### src/rtl/multicycle_control_fsm.sv
// Main sequencer for the multicycle RV32 datapath: Moore state outputs plus
// combinational ALU-control and immediate-format decoders.
module multicycle_control_fsm #(
    parameter bit ILLEGAL_HALT = 1'b1
) (
    input  logic       clk,
    input  logic       rst_n,
    input  logic [6:0] op,
    input  logic [2:0] funct3,
    input  logic       funct7b5,
    input  logic       zero,
    output logic       PCWrite,
    output logic       AdrSrc,
    output logic       MemWrite,
    output logic       IRWrite,
    output logic [1:0] ResultSrc,
    output logic [1:0] ALUSrcA,
    output logic [1:0] ALUSrcB,
    output logic [2:0] ALUControl,
    output logic [1:0] ImmSrc,
    output logic       RegWrite,
    output logic       illegal
);

    typedef enum logic [3:0] {
        S_FETCH    = 4'd0,
        S_DECODE   = 4'd1,
        S_MEMADR   = 4'd2,
        S_MEMREAD  = 4'd3,
        S_MEMWB    = 4'd4,
        S_MEMWRITE = 4'd5,
        S_EXECUTER = 4'd6,
        S_EXECUTEI = 4'd7,
        S_ALUWB    = 4'd8,
        S_BEQ      = 4'd9,
        S_JAL      = 4'd10,
        S_HALT     = 4'd11
    } state_t;

    localparam logic [6:0] OP_LW   = 7'b0000011;
    localparam logic [6:0] OP_SW   = 7'b0100011;
    localparam logic [6:0] OP_R    = 7'b0110011;
    localparam logic [6:0] OP_I    = 7'b0010011;
    localparam logic [6:0] OP_BEQ  = 7'b1100011;
    localparam logic [6:0] OP_JAL  = 7'b1101111;

    state_t     state_reg;
    state_t     state_next;

    logic       pc_update;
    logic       branch;
    logic [1:0] alu_op;
    logic       mem_write_st;
    logic       ir_write_st;
    logic       reg_write_st;

    // State register
    always_ff @(posedge clk or negedge rst_n) begin
        if (!rst_n) begin
            state_reg <= S_FETCH;
        end else begin
            state_reg <= state_next;
        end
    end

    // Next-state logic
    always_comb begin
        state_next = S_FETCH;
        case (state_reg)
            S_FETCH:    state_next = S_DECODE;
            S_DECODE: begin
                case (op)
                    OP_LW, OP_SW: state_next = S_MEMADR;
                    OP_R:         state_next = S_EXECUTER;
                    OP_I:         state_next = S_EXECUTEI;
                    OP_BEQ:       state_next = S_BEQ;
                    OP_JAL:       state_next = S_JAL;
                    default:      state_next = ILLEGAL_HALT ? S_HALT : S_FETCH;
                endcase
            end
            // Only lw and sw reach MEMADR; op[5] separates them.
            S_MEMADR:   state_next = op[5] ? S_MEMWRITE : S_MEMREAD;
            S_MEMREAD:  state_next = S_MEMWB;
            S_EXECUTER: state_next = S_ALUWB;
            S_EXECUTEI: state_next = S_ALUWB;
            S_JAL:      state_next = S_ALUWB;
            S_MEMWB:    state_next = S_FETCH;
            S_MEMWRITE: state_next = S_FETCH;
            S_ALUWB:    state_next = S_FETCH;
            S_BEQ:      state_next = S_FETCH;
            S_HALT:     state_next = S_HALT;
            default:    state_next = S_FETCH;
        endcase
    end

    // Moore outputs of state
    always_comb begin
        pc_update    = 1'b0;
        branch       = 1'b0;
        alu_op       = 2'b00;
        AdrSrc       = 1'b0;
        mem_write_st = 1'b0;
        ir_write_st  = 1'b0;
        ResultSrc    = 2'b00;
        ALUSrcA      = 2'b00;
        ALUSrcB      = 2'b00;
        reg_write_st = 1'b0;
        illegal      = 1'b0;
        case (state_reg)
            S_FETCH: begin
                ir_write_st = 1'b1;
                ALUSrcB     = 2'b10;
                ResultSrc   = 2'b10;
                pc_update   = 1'b1;
            end
            S_DECODE: begin
                ALUSrcA = 2'b01;
                ALUSrcB = 2'b01;
            end
            S_MEMADR: begin
                ALUSrcA = 2'b10;
                ALUSrcB = 2'b01;
            end
            S_MEMREAD: begin
                AdrSrc = 1'b1;
            end
            S_MEMWB: begin
                ResultSrc    = 2'b01;
                reg_write_st = 1'b1;
            end
            S_MEMWRITE: begin
                AdrSrc       = 1'b1;
                mem_write_st = 1'b1;
            end
            S_EXECUTER: begin
                ALUSrcA = 2'b10;
                ALUSrcB = 2'b00;
                alu_op  = 2'b10;
            end
            S_EXECUTEI: begin
                ALUSrcA = 2'b10;
                ALUSrcB = 2'b01;
                alu_op  = 2'b10;
            end
            S_ALUWB: begin
                reg_write_st = 1'b1;
            end
            S_BEQ: begin
                ALUSrcA = 2'b10;
                ALUSrcB = 2'b00;
                alu_op  = 2'b01;
                branch  = 1'b1;
            end
            S_JAL: begin
                ALUSrcA   = 2'b01;
                ALUSrcB   = 2'b10;
                pc_update = 1'b1;
            end
            S_HALT: begin
                illegal = 1'b1;
            end
            default: begin
                illegal = 1'b0;
            end
        endcase
    end

    // Write enables are gated by rst_n so nothing writes while reset is held.
    assign PCWrite  = rst_n & (pc_update | (branch & zero));
    assign IRWrite  = rst_n & ir_write_st;
    assign MemWrite = rst_n & mem_write_st;
    assign RegWrite = rst_n & reg_write_st;

    always_comb begin
        ALUControl = 3'b000;
        case (alu_op)
            2'b00: ALUControl = 3'b000;
            2'b01: ALUControl = 3'b001;
            2'b10: begin
                case (funct3)
                    3'b000:  ALUControl = (op[5] & funct7b5) ? 3'b001 : 3'b000;
                    3'b010:  ALUControl = 3'b101;
                    3'b110:  ALUControl = 3'b011;
                    3'b111:  ALUControl = 3'b010;
                    default: ALUControl = 3'b000;
                endcase
            end
            default: ALUControl = 3'b000;
        endcase
    end

    always_comb begin
        ImmSrc = 2'b00;
        case (op)
            OP_LW, OP_I: ImmSrc = 2'b00;
            OP_SW:       ImmSrc = 2'b01;
            OP_BEQ:      ImmSrc = 2'b10;
            OP_JAL:      ImmSrc = 2'b11;
            default:     ImmSrc = 2'b00;
        endcase
    end

endmodule
### config.mk
export PLATFORM = sky130hd
export DESIGN_NAME = multicycle_control_fsm
export DESIGN_NICKNAME = d
export VERILOG_FILES = /design/src/rtl/multicycle_control_fsm.sv
export SDC_FILE = /design/constraint.sdc
export NUM_CORES = 1
export LEC_CHECK = 0
export ABC_AREA = 1
export CAP_MARGIN = 20
export CORE_MARGIN = 2
export CORE_UTILIZATION = 33
export CTS_CLUSTER_DIAMETER = 40
export CTS_CLUSTER_SIZE = 28
export DETAILED_ROUTE_END_ITERATION = 8
export GPL_ROUTABILITY_DRIVEN = 1
export GPL_TIMING_DRIVEN = 0
export HOLD_SLACK_MARGIN = 0.06
export PLACE_DENSITY = 0.78
export SLEW_MARGIN = 0
export SYNTH_ARGS = -nofsm -noshare
export SYNTH_HDL_FRONTEND = slang
export SYNTH_SLANG_ARGS = --single-unit
### constraint.sdc
create_clock -name clk -period 1.9 [get_ports clk]
set_clock_uncertainty 0.2 [all_clocks]
set_input_delay 0.285 -clock clk [delete_from_list [all_inputs] [get_ports clk]]
set_output_delay 0.285 -clock clk [all_outputs]
set_load 0.005 [all_outputs]
==> flow_summary.toml <==
# flow metrics
[outcome]
status = "finished with violations"
violations = "negative setup slack"

[routing]
postRouteAntennaNets = 0
vias_per_cell = 4.98
dr.pass1.iters = 4

[global_routing]
use_met2 = 0.397
grtUsageTotal = 0.232
grt_util_met1 = 0.261
grt_pass1_vias = 773
grt_max_degree = 5

[worst_setup_path]
slowest_delay_ns = 0.38
crit_type = "reg2out"
cp_cell_sequence = "inv_2, nand2_4, nor2_4, inv_2, ha_4, nor2_4, nand2_2, o211ai_1, buf_2"

[cells_and_area]
largest_register_ffs = 4
nFillCells = 127
layout.nets = 166
nonClkBufAreaFrac = 0.406

[logic_synthesis]
synth_nets = 105
area_leaders = "dfrtp_1 (19%), nand2_1 (14%), nor2_1 (12%), inv_1 (11%), nor2_4 (8.6%)"

[timing]
tightest_slew_ns = 0.266
setup_viol = 9
setup_ws_ns = -0.274

[pwr]
clock_net_power_w = 0.000121
p_leak_nw = 0.596

[clock_network]
cts.repair.resized = 53
Signal wires by layer:
(12 px per µm)
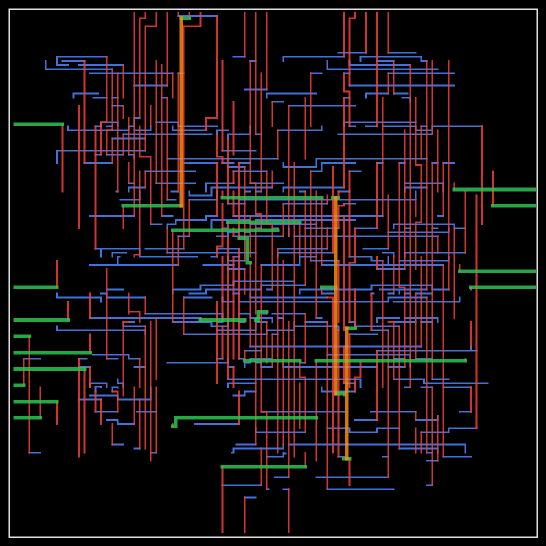
legend:
  blue:
    layer: M1
    wire_length: 823 µm
  green:
    layer: M3
    wire_length: 129 µm
  red:
    layer: M2
    wire_length: 1190 µm
  orange:
    layer: M4
    wire_length: 42.8 µm
wire length per cell: 13.2 µm
via count: 822

Clock distribution:
(8 px per µm)
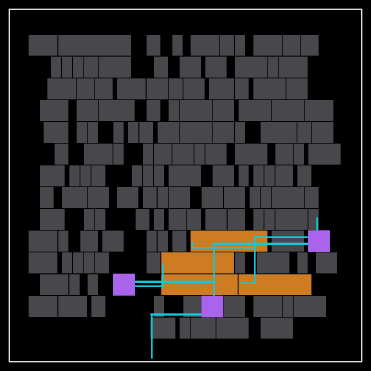
legend:
  purple:
    item: clock-net drivers
    count: 3
  orange:
    item: flip-flops
    count: 4
  cyan:
    item: clock wires
    length: 80.4 µm
routed clock nets: 4
flops lie: bottom middle
Clk pwr share: 0.075
clk_lat worst skew: 0.25 ns

Power is estimated from default activity; no workload was simulated.
